==> images/wire_density.png <==
18 x 18 tiles, from dark blue (low) to red (high), scaled to the fullest tile. Values are wire area over tile area, all layers added.
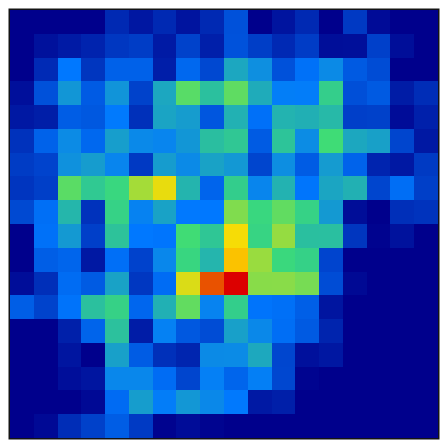
==> images/met3.png <==
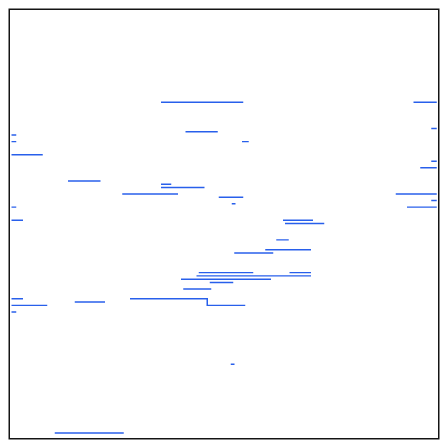
==> images/final_congestion.png <==
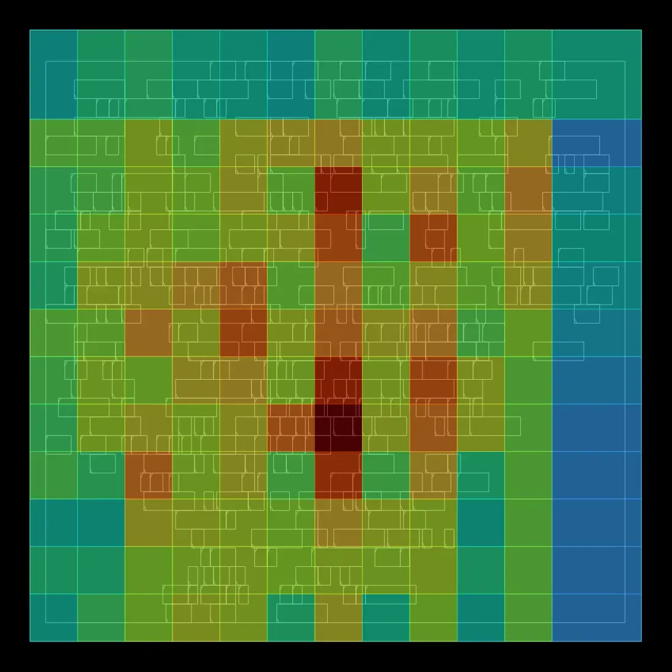
**src/rtl/seq_restoring_divider_pkg.sv**
```systemverilog
// rtl/seq_restoring_divider_pkg.sv - shared types and constants for the sequential divider
package seq_restoring_divider_pkg;

  typedef enum logic {
    IDLE = 1'b0,
    RUN  = 1'b1
  } state_t;

  localparam int DEFAULT_WIDTH = 8;

  // Counter must hold the value WIDTH itself, hence WIDTH+1 codes.
  function automatic int cnt_width(input int width);
    return $clog2(width + 1);
  endfunction

endpackage

```
**src/rtl/seq_restoring_divider_subtractor.sv**
```systemverilog
// rtl/seq_restoring_divider_subtractor.sv - borrow-select subtractor producing a-b and borrow-out
module borrow_select_subtractor #(
  parameter int N = 9
) (
  input  logic [N-1:0] a,
  input  logic [N-1:0] b,
  output logic [N-1:0] diff,
  output logic         borrow
);

  localparam int LO = (N - 1) / 2;
  localparam int HI = N - LO;
  localparam logic [HI:0] HI_ONE = {{HI{1'b0}}, 1'b1};

  logic [LO:0] lo_full;
  logic [HI:0] hi_b0;
  logic [HI:0] hi_b1;
  logic        lo_borrow;

  // Lower half resolves its borrow directly; the upper half is speculated
  // for both borrow-in values so it does not wait on the lower chain.
  assign lo_full   = {1'b0, a[LO-1:0]} - {1'b0, b[LO-1:0]};
  assign lo_borrow = lo_full[LO];
  assign hi_b0     = {1'b0, a[N-1:LO]} - {1'b0, b[N-1:LO]};
  assign hi_b1     = {1'b0, a[N-1:LO]} - {1'b0, b[N-1:LO]} - HI_ONE;

  // Per-bit selection of the speculated upper half on the lower borrow.
  always_comb begin
    diff          = '0;
    diff[LO-1:0]  = lo_full[LO-1:0];
    for (int i = 0; i < HI; i++) begin
      diff[LO+i] = lo_borrow ? hi_b1[i] : hi_b0[i];
    end
    borrow = lo_borrow ? hi_b1[HI] : hi_b0[HI];
  end

endmodule

```
**src/rtl/seq_restoring_divider.sv**
```systemverilog
// rtl/seq_restoring_divider.sv - multi-cycle unsigned restoring divider with start/done handshake
module seq_restoring_divider
  import seq_restoring_divider_pkg::*;
#(
  parameter int WIDTH = DEFAULT_WIDTH
) (
  input  logic             clk,
  input  logic             rst_n,
  input  logic             start,
  input  logic [WIDTH-1:0] dividend,
  input  logic [WIDTH-1:0] divisor,
  output logic             busy,
  output logic             done,
  output logic [WIDTH-1:0] quotient,
  output logic [WIDTH-1:0] remainder,
  output logic             div_by_zero
);

  localparam int CW = cnt_width(WIDTH);

  state_t           state, state_d;
  logic [WIDTH-1:0] q_reg, q_d;
  logic [WIDTH-1:0] d_reg, d_d;
  // The restored remainder is always below the divisor, so WIDTH bits hold
  // it; only the shifted trial value needs the extra bit.
  logic [WIDTH-1:0] r_reg, r_d;
  logic [CW-1:0]    cnt, cnt_d;
  logic             zero_pend, zero_pend_d;
  logic [WIDTH-1:0] quo_d, rem_d;
  logic             dbz_d, done_d;

  logic [WIDTH:0]   r_sh;
  logic [WIDTH:0]   trial;
  logic             trial_borrow;
  logic [WIDTH-1:0] r_step;
  logic [WIDTH-1:0] q_step;
  logic             unused_trial_msb;

  assign r_sh = {r_reg, q_reg[WIDTH-1]};

  borrow_select_subtractor #(
    .N(WIDTH + 1)
  ) u_sub (
    .a      (r_sh),
    .b      ({1'b0, d_reg}),
    .diff   (trial),
    .borrow (trial_borrow)
  );

  // A successful trial is below the divisor, so its top bit is always zero.
  assign unused_trial_msb = trial[WIDTH];

  assign r_step = trial_borrow ? r_sh[WIDTH-1:0] : trial[WIDTH-1:0];
  assign q_step = {q_reg[WIDTH-2:0], ~trial_borrow};
  assign busy   = (state == RUN);

  // Next-state and datapath update for the IDLE/RUN controller.
  always_comb begin
    state_d     = state;
    q_d         = q_reg;
    d_d         = d_reg;
    r_d         = r_reg;
    cnt_d       = cnt;
    zero_pend_d = zero_pend;
    quo_d       = quotient;
    rem_d       = remainder;
    dbz_d       = div_by_zero;
    done_d      = 1'b0;
    case (state)
      IDLE: begin
        if (start) begin
          q_d     = dividend;
          d_d     = divisor;
          r_d     = '0;
          state_d = RUN;
          if (divisor == '0) begin
            cnt_d       = '0;
            zero_pend_d = 1'b1;
          end else begin
            cnt_d       = CW'(WIDTH);
            zero_pend_d = 1'b0;
          end
        end
      end
      RUN: begin
        if (zero_pend) begin
          // q_reg still holds the untouched dividend on this path.
          quo_d       = '1;
          rem_d       = q_reg;
          dbz_d       = 1'b1;
          done_d      = 1'b1;
          zero_pend_d = 1'b0;
          state_d     = IDLE;
        end else begin
          r_d   = r_step;
          q_d   = q_step;
          cnt_d = cnt - CW'(1);
          if (cnt == CW'(1)) begin
            quo_d   = q_step;
            rem_d   = r_step;
            dbz_d   = 1'b0;
            done_d  = 1'b1;
            state_d = IDLE;
          end
        end
      end
      default: state_d = IDLE;
    endcase
  end

  // State, working registers and registered results.
  always_ff @(posedge clk) begin
    if (!rst_n) begin
      state       <= IDLE;
      q_reg       <= '0;
      d_reg       <= '0;
      r_reg       <= '0;
      cnt         <= '0;
      zero_pend   <= 1'b0;
      quotient    <= '0;
      remainder   <= '0;
      div_by_zero <= 1'b0;
      done        <= 1'b0;
    end else begin
      state       <= state_d;
      q_reg       <= q_d;
      d_reg       <= d_d;
      r_reg       <= r_d;
      cnt         <= cnt_d;
      zero_pend   <= zero_pend_d;
      quotient    <= quo_d;
      remainder   <= rem_d;
      div_by_zero <= dbz_d;
      done        <= done_d;
    end
  end

endmodule

```
**config.mk**
```make
export PLATFORM = sky130hd
export DESIGN_NAME = seq_restoring_divider
export DESIGN_NICKNAME = d
export VERILOG_FILES = /design/src/rtl/seq_restoring_divider_pkg.sv /design/src/rtl/seq_restoring_divider_subtractor.sv /design/src/rtl/seq_restoring_divider.sv
export SDC_FILE = /design/constraint.sdc
export NUM_CORES = 1
export LEC_CHECK = 0
export CAP_MARGIN = 25
export CORE_MARGIN = 2
export CORE_UTILIZATION = 35
export CTS_CLUSTER_SIZE = 12
export DETAILED_ROUTE_END_ITERATION = 10
export GPL_ROUTABILITY_DRIVEN = 0
export PLACE_DENSITY = 0.57
export SLEW_MARGIN = 20
export SYNTH_ARGS = -nofsm -noshare
export SYNTH_HDL_FRONTEND = slang
export SYNTH_SLANG_ARGS = --single-unit
```
**constraint.sdc**
```tcl
create_clock -name clk -period 3.84 [get_ports clk]
set_clock_uncertainty 0.2 [all_clocks]
set_input_delay 0.768 -clock clk [delete_from_list [all_inputs] [get_ports clk]]
set_output_delay 0.768 -clock clk [all_outputs]
set_load 0.005 [all_outputs]
```
==> flow_summary.json <==
{
  "status": "finished, final reports clean",
  "cts_root_buffer": "clkbuf_8",
  "critPathBufInv": 3,
  "fin_crit_ns": 3.14,
  "yosys_area_um2": 2520,
  "combGateArea_um2": 1440,
  "top_power_group": "sequential cells",
  "p_leak_nw": 1.16,
  "sequentialPower_w": 0.000582,
  "drtIter0Drc": 105,
  "pin_count": 38,
  "cts_buffers": 5,
  "p_switching_w": 0.000537,
  "ys_sh_adder_pct": 7.05,
  "fin_nets": 377,
  "tightestPinTransition_ns": 0.700,
  "cpPeakStageDelay_ns": 0.47,
  "ys_seq_share_pct": 38.1,
  "cts.path.max_buffers": 2,
  "simple_gate_area_share_pct": 23.3,
  "overflow": 0,
  "p_int_w": 0.000974,
  "cp.required_ns": 3.85,
  "ys_sh_aoi_pct": 20.3,
  "post-route-worst-setup-slack_ns": 0.704,
  "cp.arrival_ns": 3.14,
  "fp.coreArea_um2": 6870,
  "synthMuxAreaShare_pct": 3.57,
  "r2r_end": "remainder[4]$_SDFFE_PN0P_",
  "slew_headroom_pct": 53.2,
  "die_w_um": 88.9,
  "finalCritPeriodShare_pct": 81.7,
  "synthArstFlopShare_pct": 0,
  "fin_setup_tns_ns": 0,
  "timing.rr.start": "q_reg[7]$_SDFFE_PN0P_",
  "synth-seq-cells": 48,
  "post_cts_resized": 0,
  "row_count": 30,
  "syn-mean-instance-area_um2": 8.11
}
-- wire_density.png (at the start) --
emptiest ninth of the die: south-east
densest ninth of the die: centre
nearly empty tiles: 23%
mean over tiles: 0.13
fullest tile: 0.65
tiles over half the peak: 6.2%

-- met3.png (at the start) --
wire length on this layer: 247 um
longest straight run: 23.5 um
final wirelength: 6.38 mm
vias post-DR: 2317
met3 usage: 2.89%

-- final_congestion.png (at the start) --
met1 Resource Use GR: 25.0%
GR Util met2: 27.7%
drt wl/cell: 14.4 um
Most Crowded Layer GR: met2

cell type report:
class                   instances  share of cell area [%]
multi-input cells             232                    46.1
repair buffers                 43                    13.6
clock inverters                 2                    1.24
flip-flops and latches         48                    30.8
inverters                      15                    1.81
well taps                      96                    3.85
clock buffers                   6                    2.65
worst min-delay path by stage:
stage | endpoint | slack [ns] | cells past startpoint
4_1_cts | d_reg[7]$_SDFFE_PN0P_ | 0.26 | 2
5_1_grt | d_reg[6]$_SDFFE_PN0P_ | 0.29 | 2
6_report | d_reg[7]$_SDFFE_PN0P_ | 0.26 | 2
3_5_place_dp | d_reg[7]$_SDFFE_PN0P_ | 0.25 | 2
2_1_floorplan | d_reg[1]$_SDFFE_PN0P_ | 0.24 | 2
3_3_place_gp | d_reg[1]$_SDFFE_PN0P_ | 0.25 | 2
